**src/rtl/index_seek_ctrl.sv**
```systemverilog
// Seek controller for the run-length-compressed capture buffer.
// Walks the stream from address 0 and stops at the word covering a target index.
module index_seek_ctrl #(
  parameter int width = 48,
  parameter int addr_width = 16
) (
  input  logic                  clk,
  input  logic                  rst,
  input  logic                  seek_req,
  input  logic [width-1:0]      seek_target,
  input  logic [addr_width-1:0] stream_len,
  output logic                  busy,
  output logic                  seek_done,
  output logic                  seek_hit,
  output logic [addr_width-1:0] seek_addr,
  output logic [15:0]           seek_value,
  output logic [width-1:0]      seek_base,
  output logic                  mem_rd,
  output logic [addr_width-1:0] mem_addr,
  input  logic [15:0]           mem_rdata,
  input  logic                  mem_rvalid
);

  typedef enum logic [1:0] {
    IDLE,
    WAIT,
    DONE
  } state_t;

  typedef enum logic [1:0] {
    LIT0,
    LIT1,
    CNT
  } dec_t;

  state_t state, state_n;
  dec_t   dec, dec_n;

  logic [width-1:0]      target, target_n;
  logic [width-1:0]      acc, acc_n;
  logic [addr_width-1:0] len, len_n;
  logic [15:0]           last, last_n;

  logic                  busy_n;
  logic                  done_n;
  logic                  hit_n;
  logic [addr_width-1:0] seek_addr_n;
  logic [15:0]           value_n;
  logic [width-1:0]      base_n;
  logic                  mem_rd_n;
  logic [addr_width-1:0] mem_addr_n;

  logic [width-1:0]      w_ext;
  logic [width:0]        span_end;
  logic                  covered;
  logic [15:0]           cov_value;
  logic [width-1:0]      acc_upd;
  dec_t                  dec_upd;
  logic [addr_width-1:0] next_addr;
  logic                  at_end;

  assign next_addr = mem_addr + 1'b1;
  assign at_end    = (next_addr == len);

  // Run-length decode of the word in mem_rdata against the current accumulator.
  // The span end is one bit wider so a count near the top never wraps the test.
  always_comb begin
    w_ext     = width'(mem_rdata);
    span_end  = {1'b0, acc} + {1'b0, w_ext};
    covered   = 1'b0;
    cov_value = mem_rdata;
    acc_upd   = acc + width'(1);
    dec_upd   = LIT1;
    unique case (dec)
      LIT0: begin
        covered = (target == acc);
      end
      LIT1: begin
        covered = (target == acc);
        if (mem_rdata == last) begin
          dec_upd = CNT;
        end
      end
      CNT: begin
        covered   = (target >= acc) && ({1'b0, target} < span_end);
        cov_value = last;
        acc_upd   = acc + w_ext;
        dec_upd   = (mem_rdata == 16'hffff) ? CNT : LIT0;
      end
      default: begin
        covered = 1'b0;
      end
    endcase
  end

  always_comb begin
    state_n     = state;
    dec_n       = dec;
    target_n    = target;
    len_n       = len;
    acc_n       = acc;
    last_n      = last;
    busy_n      = busy;
    done_n      = 1'b0;
    mem_rd_n    = 1'b0;
    mem_addr_n  = mem_addr;
    hit_n       = seek_hit;
    seek_addr_n = seek_addr;
    value_n     = seek_value;
    base_n      = seek_base;
    unique case (state)
      IDLE: begin
        if (seek_req) begin
          target_n = seek_target;
          len_n    = stream_len;
          acc_n    = '0;
          last_n   = '0;
          dec_n    = LIT0;
          if (stream_len == '0) begin
            state_n     = DONE;
            done_n      = 1'b1;
            hit_n       = 1'b0;
            seek_addr_n = '0;
            value_n     = '0;
            base_n      = '0;
          end else begin
            state_n    = WAIT;
            busy_n     = 1'b1;
            mem_rd_n   = 1'b1;
            mem_addr_n = '0;
          end
        end
      end
      WAIT: begin
        // Data cannot legally return in the strobe cycle itself.
        if (mem_rvalid && !mem_rd) begin
          acc_n  = acc_upd;
          last_n = (dec == CNT) ? last : mem_rdata;
          dec_n  = dec_upd;
          if (covered) begin
            state_n     = DONE;
            done_n      = 1'b1;
            busy_n      = 1'b0;
            hit_n       = 1'b1;
            seek_addr_n = mem_addr;
            value_n     = cov_value;
            base_n      = acc;
          end else if (at_end) begin
            state_n     = DONE;
            done_n      = 1'b1;
            busy_n      = 1'b0;
            hit_n       = 1'b0;
            seek_addr_n = mem_addr;
            value_n     = '0;
            base_n      = acc_upd;
          end else begin
            mem_rd_n   = 1'b1;
            mem_addr_n = next_addr;
          end
        end
      end
      DONE: begin
        state_n = IDLE;
      end
      default: begin
        state_n = IDLE;
      end
    endcase
  end

  always_ff @(posedge clk or posedge rst) begin
    if (rst) begin
      state      <= IDLE;
      dec        <= LIT0;
      target     <= '0;
      len        <= '0;
      acc        <= '0;
      last       <= '0;
      busy       <= 1'b0;
      seek_done  <= 1'b0;
      seek_hit   <= 1'b0;
      seek_addr  <= '0;
      seek_value <= '0;
      seek_base  <= '0;
      mem_rd     <= 1'b0;
      mem_addr   <= '0;
    end else begin
      state      <= state_n;
      dec        <= dec_n;
      target     <= target_n;
      len        <= len_n;
      acc        <= acc_n;
      last       <= last_n;
      busy       <= busy_n;
      seek_done  <= done_n;
      seek_hit   <= hit_n;
      seek_addr  <= seek_addr_n;
      seek_value <= value_n;
      seek_base  <= base_n;
      mem_rd     <= mem_rd_n;
      mem_addr   <= mem_addr_n;
    end
  end

endmodule
```
**config.mk**
```make
export PLATFORM = sky130hd
export DESIGN_NAME = index_seek_ctrl
export DESIGN_NICKNAME = d
export VERILOG_FILES = /design/src/rtl/index_seek_ctrl.sv
export SDC_FILE = /design/constraint.sdc
export NUM_CORES = 1
export LEC_CHECK = 0
export ABC_AREA = 1
export CAP_MARGIN = 20
export CORE_MARGIN = 3
export CORE_UTILIZATION = 42
export CTS_CLUSTER_DIAMETER = 80
export DETAILED_ROUTE_END_ITERATION = 16
export GPL_TIMING_DRIVEN = 0
export HOLD_SLACK_MARGIN = 0.02
export PLACE_DENSITY_LB_ADDON = 0.2
export SLEW_MARGIN = 10
export SYNTH_ARGS = -nofsm -noshare
export SYNTH_HDL_FRONTEND = slang
export SYNTH_SLANG_ARGS = --single-unit
```
**constraint.sdc**
```tcl
create_clock -name clk -period 10.96 [get_ports clk]
set_clock_uncertainty 0.1 [all_clocks]
set_input_delay 2.192 -clock clk [delete_from_list [all_inputs] [get_ports clk]]
set_output_delay 2.192 -clock clk [all_outputs]
set_load 0.03 [all_outputs]
```
==> run_1/m4.png <==
(2 px per um) Supply wires on this layer in gray.
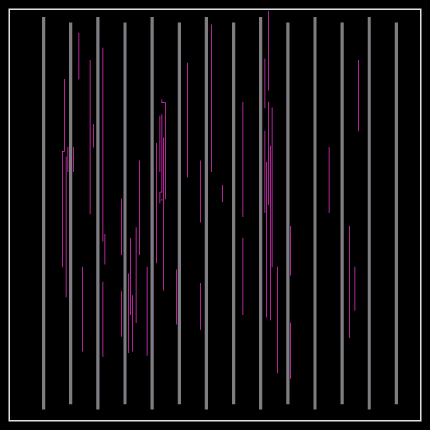
The longest straight run is 96.6 um. The wires run mostly vertical. The layer holds 3.5% of the routed length.

==> run_1/clock_wires.png <==
(2 px per um)
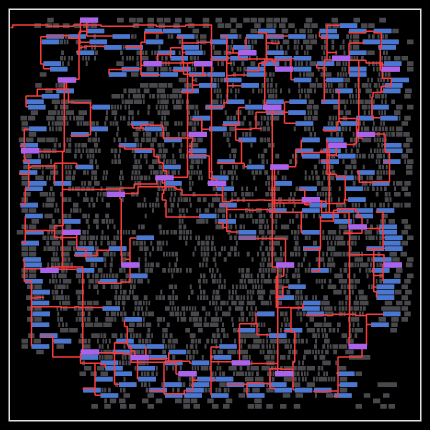
Key: flip-flops = blue [count 232]; clock-net drivers = purple [count 30]; clock wires = red [length 3870 um]
Position of the flops: all over the die.

==> results.sh, run 1 <==
# physical design summary
export IMPL_status="complete, no violations"
export IMPL_area_growth_pct=21.4
export IMPL_switching_share_pct=43.6
export IMPL_min_path_cells=2
export IMPL_drive_gt1_share_pct=6.53
export IMPL_netlist_area_sq_mm=0.0166
export IMPL_hold_buffers=0
export IMPL_ys_sh_adder_pct=10.2
export IMPL_cpLargestDelayFamily="simple AND/OR/NAND/NOR gates"
export IMPL_logic_family="simple AND/OR/NAND/NOR gates"
export IMPL_fin_crit_sh_pct=71.2
export IMPL_cts_buffers=30
export IMPL_gp_congestion=0.969
export IMPL_clockPowerShare_pct=22.9
export IMPL_fillers=3806
export IMPL_finalSetupViolCount=0
export IMPL_grtUsageTotal_pct=26.8
export IMPL_power_frac_comb_pct=47.4
export IMPL_postCtsSetupBuffers=0
export IMPL_ys_types=50
export IMPL_top_cell="nand2_1"
export IMPL_crit_path_end="seek_base[29]$_DFFE_PP0P_"
export IMPL_clk_latency_ns=0.57
export IMPL_core_util_floorplan_pct=42.7
export IMPL_ff_type="dfrtp_1"
export IMPL_antenna_cells=0
export IMPL_placedInstanceArea_sq_mm=0.0192
export IMPL_reg2reg_to="seek_base[29]$_DFFE_PP0P_"
export IMPL_min_delay_start="seek_addr[6]$_DFFE_PP0P_"
export IMPL_min_path_type="flop to flop"
export IMPL_ys_chip_area_sq_mm=0.0166
export IMPL_maxClockFrequency_ghz=0.128
export IMPL_utilization_pct=51.9
export IMPL_rsz0062_at_grt="false"
export IMPL_dp_cells=2945
export IMPL_finalCriticalPeriod_ns=7.81
export IMPL_synthTopCellsByCount="nand2_1 (631), dfrtp_1 (232), inv_1 (230), nor2_1 (173), nand3_1 (171)"
export IMPL_crit_type="primary input to flop"
export IMPL_crit_buf_inv=2
export IMPL_chipArea_sq_mm=0.0420
export IMPL_worst_slack_ns=3.15
export IMPL_htreeDepth=1
export IMPL_cpPeakStageDelay_ns=0.66
export IMPL_io_buffers=183
export IMPL_stdcell_area_sq_mm=0.0202
export IMPL_aoi_share_pct=8.70
export IMPL_syn_nets=2460
export IMPL_hold_slack_ns=0.406
export IMPL_edf_count=0
export IMPL_regToRegStartpoint="acc[4]$_DFFE_PP0P_"
export IMPL_clkTransAtPathRegs_ns=0.06
export IMPL_ys_flops=232
export IMPL_openroad_warnings=29
export IMPL_boundaryPins=184
export IMPL_gr_total_overflow=0
export IMPL_cts_buffer_depth=3
export IMPL_grt_pass1_vias=15900
export IMPL_vias=16200
export IMPL_yosys_warnings=0
export IMPL_powerDensity_mw_per_mm2=224
export IMPL_simple_gate_share_pct=29.5
export IMPL_ys_cells=2242
export IMPL_synth_cells=2242
export IMPL_cp_end_kind="flop"
export IMPL_crit_start="mem_rdata[4]"
export IMPL_clock_tree_root_cell="clkbuf_16"
export IMPL_crit_path_max_fanout=10
export IMPL_ir_worst_vdd_uv=160
export IMPL_crit_slowest_cell="clkbuf_1"
export IMPL_finalNonFillerCells=3000
export IMPL_startpoint_type="primary input"
export IMPL_p_sw_uw=1970
export IMPL_final_nets=2677
export IMPL_postSynth_asyncResetShare_pct=100
export IMPL_slew_violations=0
export IMPL_ys_seq_share_pct=34.9
export IMPL_drc=0
export IMPL_via_per_inst=5.40
export IMPL_rows=72
export IMPL_cts_resized=0
export IMPL_synth_top_area_share_pct=34.9
export IMPL_final_hold_violation_count=0
export IMPL_yosys_area_top_type="dfrtp_1"
export IMPL_die_y_um=205
export IMPL_crit_top_cell="nand2_1"
export IMPL_dpl_hpwl_um=44800
export IMPL_clkSinkCount=232
export IMPL_grt_max_degree=83
export IMPL_finalPower_uw=4520
export IMPL_power_internal_uw=2550
export IMPL_die_w_um=205
export IMPL_core_sq_mm=0.0389
export IMPL_wl_um=57100
export IMPL_synth_area_per_cell_sq_um=7.42
export IMPL_grt_first_pass_wirelength_um=88400
export IMPL_synth_area_mux_share_pct=3.18
export IMPL_synthTopCellsByArea="dfrtp_1 (35%), nand2_1 (14%), ha_1 (9.9%)"
export IMPL_pwr_share_seq_pct=29.7
export IMPL_antenna_found_initial=0
export IMPL_tritoncts="built"
export IMPL_worst_path_stages=30
export IMPL_dr_pass1_iters=5
export IMPL_reg2reg_depth=29
export IMPL_cp_data_required_time_ns=11.37
export IMPL_leakagePower_uw=0.00986
export IMPL_dr_first_iter_drc_count=1093
export IMPL_place_ws_ns=2.73
export IMPL_ff2ff_setup_slack_ns=4.98
==> run_1/port_trees.png <==
(1.5 px per um)
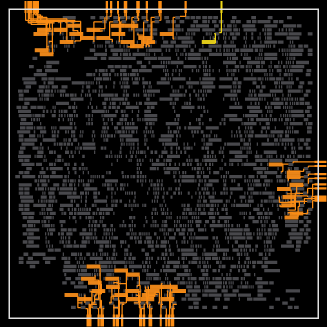
Key: `seek_base` = orange [bits 48, direction output, edge 20 south, 19 north, 9 east, end cells 48, wire 1420 um]; `seek_hit` = yellow [bits 1, direction output, edge north, end cells 1, wire 23.7 um]

==> run_1/congestion_map.png <==
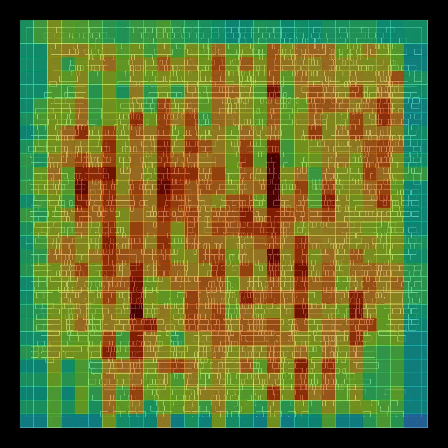
met3 usage: 3.21%
routed len/inst: 19.0 um
met1 global-route usage: 35.3%
Most Crowded Layer GR: met2

==> run 1: cell type report <==
class,count,area (sq um),share of cell area (%)
Clock inverter,10,136,0.675
Inverter,236,893,4.42
Multi-Input combinational cell,1682,9490,47.0
Clock buffer,45,888,4.40
Sequential cell,232,5810,28.7
Buffer,92,452,2.24
Tap cell,518,648,3.21
Timing Repair Buffer,185,1890,9.34
==> run 1: registers in the layout (all words and copies together), names as in the netlist <==
name,cells
seek_done,1
acc,48
dec,2
last,16
seek_hit,1
busy,1
seek_base,48
state,2
seek_value,16
target,48
len,16
mem_addr,16
seek_addr,16
mem_rd,1
==> run 1: power by group through the flow <==
stage | Sequential (uW) | Clock, uW | Combinational, uW
2_1_floorplan | 1290 | 0 | 1510
3_3_place_gp | 1340 | 0 | 2050
3_5_place_dp | 1350 | 0 | 2120
4_1_cts | 1340 | 1050 | 2130
5_1_grt | 1370 | 1080 | 2440
6_report | 1340 | 1040 | 2140
==> run 1: routing by layer <==
layer	part of all wire (%)	up-vias
met3	5.4	105
met4	3.5	0
li1	-	7809
met2	48	480
met5	0	-
met1	43	7806
==> run 1: cells in the final DEF (no fill, tap or decap), drive strengths merged, types with 2 or more instances in the layout <==
cell type      netlist  routed
inv                234     236
dfrtp              232     232
nor2               178     178
clkinv               2       7
clkdlybuf4s50        0     183
nand4               73      73
o21ai               93      93
or2                  5       5
a31oi                8       8
buf                 36      38
fa                   2       2
o22ai               27      27
xor2                85      85
nand2              643     643
mux2                47      47
ha                 132     132
a21oi              105     105
a21o                 6       6
o211ai               3       3
xnor2               19      19
nand3b              18      18
nor4                11      11
nand3              175     175
a21boi               8       8
o21bai               3       3
o21a                 5       5
clkbuf              56     101
a221oi               2       2
nor3                28      28
and3                 2       2
bufinv               0       3
--- run 2 (diff from run 1) ---
Clock period 10.96 ns to 6.8 ns, I/O delays scaled along.
==> run_2/clock_wires.png <==
(2 px per um)
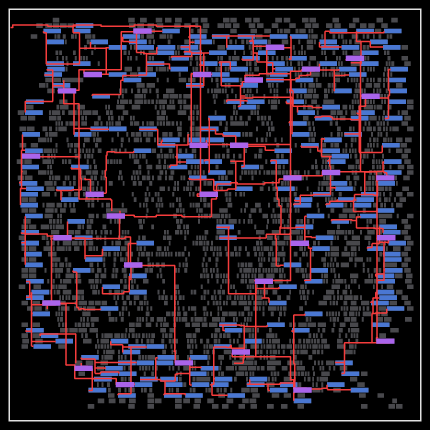
Key: flip-flops = blue [count 232]; clock-net drivers = purple [count 30]; clock wires = red [length 3820 um]
Position of the flops: all over the die.

==> run_2/port_trees.png <==
(1.5 px per um)
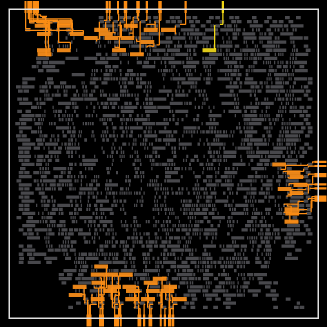
Key: `seek_hit` = yellow [bits 1, direction output, edge north, end cells 1, wire 28.3 um]; `seek_base` = orange [bits 48, direction output, edge 20 south, 19 north, 9 east, end cells 48, wire 1380 um]

==> run_2/m4.png <==
(2 px per um) Supply wires on this layer in gray.
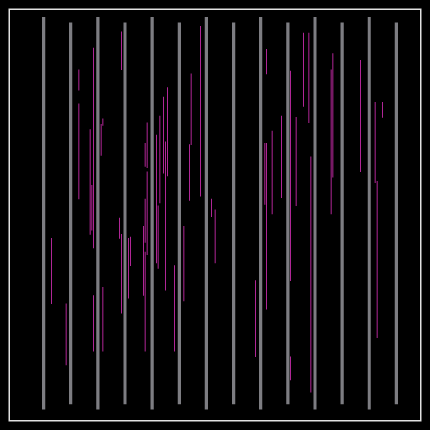
The wires run mostly vertical. 40 nets have wire on it. The longest straight run is 118 um. The layer holds 3.8% of the routed length. The layer carries 2150 um of wire.

==> run 2 against run 1 <==
Clock-buffer cell count down 6; register-to-register slack worse by 3.7 ns; sequential share of layout area down 0.14 points; critical path type unchanged; combinational power up 62%; synthesized cell count unchanged; non-clock buffer count up 5; critical path depth up 3; worst hold slack worse by 0.0023 ns; routed wire length down 0.38%; flip-flop count unchanged.
==> results.sh, run 2 <==
# physical design summary
export IMPL_crit_type="primary input to flop"
export IMPL_clk_latency_ns=0.61
export IMPL_crit_path_max_fanout=10
export IMPL_worstPathArrival_ns=6.88
export IMPL_openroad_warnings=29
export IMPL_tritoncts="built"
export IMPL_power_frac_comb_pct=47.6
export IMPL_leakagePower_uw=0.00990
export IMPL_core_sq_mm=0.0389
export IMPL_reg2reg_to="seek_base[29]$_DFFE_PP0P_"
export IMPL_status="complete, no violations"
export IMPL_ff2ff_setup_slack_ns=1.32
export IMPL_area_growth_pct=22.1
export IMPL_ys_flops=232
export IMPL_finalNonFillerCells=3006
export IMPL_core_util_floorplan_pct=42.7
export IMPL_maxClockFrequency_ghz=0.155
export IMPL_io_buffers=183
export IMPL_dpl_hpwl_um=45000
export IMPL_grt_first_pass_wirelength_um=88800
export IMPL_gp_congestion=0.964
export IMPL_ys_seq_share_pct=34.9
export IMPL_yosys_area_top_type="dfrtp_1"
export IMPL_antenna_found_initial=0
export IMPL_clockPowerShare_pct=22.6
export IMPL_grtUsageTotal_pct=26.8
export IMPL_cp_end_kind="flop"
export IMPL_die_y_um=205
export IMPL_postSynth_asyncResetShare_pct=100
export IMPL_dr_first_iter_drc_count=1111
export IMPL_grt_max_degree=39
export IMPL_syn_nets=2460
export IMPL_final_nets=2682
export IMPL_netlist_area_sq_mm=0.0166
export IMPL_yosys_warnings=0
export IMPL_min_path_cells=2
export IMPL_hold_slack_ns=0.404
export IMPL_wl_um=56900
export IMPL_drc=0
export IMPL_layout_top_cells="nand2_1 (631), dfrtp_1 (232), inv_1 (229)"
export IMPL_clkSinkCount=232
export IMPL_gr_total_overflow=0
export IMPL_reg2reg_depth=31
export IMPL_placedInstanceArea_sq_mm=0.0192
export IMPL_dp_cells=2949
export IMPL_fin_crit_sh_pct=95.0
export IMPL_fillers=3878
export IMPL_ir_worst_vdd_uv=246
export IMPL_edf_count=0
export IMPL_utilization_pct=52.2
export IMPL_pwr_share_seq_pct=29.7
export IMPL_finalSetupViolCount=0
export IMPL_min_path_type="flop to flop"
export IMPL_crit_start="mem_rdata[12]"
export IMPL_wl_per_cell_um=18.9
export IMPL_htreeDepth=1
export IMPL_rsz0062_at_grt="false"
export IMPL_ff_type="dfrtp_1"
export IMPL_biggestRegsByFlops="acc x48, seek_base x48, target x48"
export IMPL_grt_pass1_vias=15900
export IMPL_finalCriticalPeriod_ns=6.46
export IMPL_cpPeakStageDelay_ns=0.58
export IMPL_dr_pass1_iters=7
export IMPL_die_w_um=205
export IMPL_chipArea_sq_mm=0.0420
export IMPL_cts_buffer_depth=3
export IMPL_clkTransAtPathRegs_ns=0.06
export IMPL_crit_top_cell="nand2_1"
export IMPL_ys_chip_area_sq_mm=0.0166
export IMPL_worst_slack_ns=0.339
export IMPL_startpoint_type="primary input"
export IMPL_top_cell="nand2_1"
export IMPL_cp_data_required_time_ns=7.21
export IMPL_synthTopCellsByArea="dfrtp_1 (35%), nand2_1 (14%), ha_1 (9.9%)"
export IMPL_cts_buffers=30
export IMPL_clock_tree_root_cell="clkbuf_16"
export IMPL_synthTopCellsByCount="nand2_1 (631), dfrtp_1 (232), inv_1 (230), nor2_1 (173), nand3_1 (171)"
export IMPL_rows=72
export IMPL_crit_slowest_cell="clkdlybuf4s50_1"
export IMPL_min_delay_start="seek_addr[9]$_DFFE_PP0P_"
export IMPL_p_sw_uw=3210
export IMPL_drive_gt1_share_pct=7.23
export IMPL_hold_buffers=0
export IMPL_vias=16200
export IMPL_final_hold_violation_count=0
export IMPL_antenna_cells=0
export IMPL_synth_area_per_cell_sq_um=7.42
export IMPL_regToRegStartpoint="acc[0]$_DFFE_PP0P_"
==> run 2: repair_timing <==
item,4_1_cts,5_1_grt
setup buffers,0,1
resized,1,13
pin swaps,0,1
setup endpoints to repair,7,100
==> run 2: worst max-delay path: cells and delay by family <==
| family | cells | cell delay [ns] |
|---|---|---|
| adders and majority gates | 2 | 0.77 |
| and+or+nand+nor | 24 | 3.24 |
| buffers and inverters | 3 | 0.92 |
| xor gates and xnor gates | 1 | 0.16 |
| AOI/OAI and AO/OA | 3 | 0.39 |
==> run 2: layer usage <==
metal | vias up | GRT usage, % | wire (um)
li1 | 7832 | - | -
met3 | 114 | 2.80 | 2960
met1 | 7717 | 35.5 | 24900
met4 | 0 | 9.47 | 2150
met2 | 510 | 45.5 | 26900
met5 | - | 0 | 0
==> run 2: layout make-up <==
class | count | area, sq um | share of cell area [%]
multi-input cells | 1682 | 9510 | 46.9
flip-flops and latches | 232 | 5810 | 28.6
repair buffers | 190 | 1960 | 9.66
inverters | 236 | 890 | 4.38
clock buffers | 39 | 835 | 4.11
well taps | 518 | 648 | 3.19
plain buffers | 92 | 458 | 2.26
clock inverters | 17 | 188 | 0.925
==> run 2: logic make-up after synthesis <==
group | synth area share, %
flip-flops | 34.9
adder cells (fa/ha/maj) | 10.2
AND/OR/NAND/NOR | 29.5
XOR/XNOR | 5.48
AND-OR/OR-AND | 8.70
buffers and inverters | 8.04
multiplexers | 3.18
==> run 2: power by group through the flow <==
stage               registers, uW  logic (uW)  clock network [uW]
global route                 2210        3950                1730
CTS                          2150        3440                1670
detailed placement           2170        3420                   0
finish                       2160        3460                1640
floorplan                    2080        2430                   0
global placement             2160        3310                   0
Power and IR drop assume default switching activity.
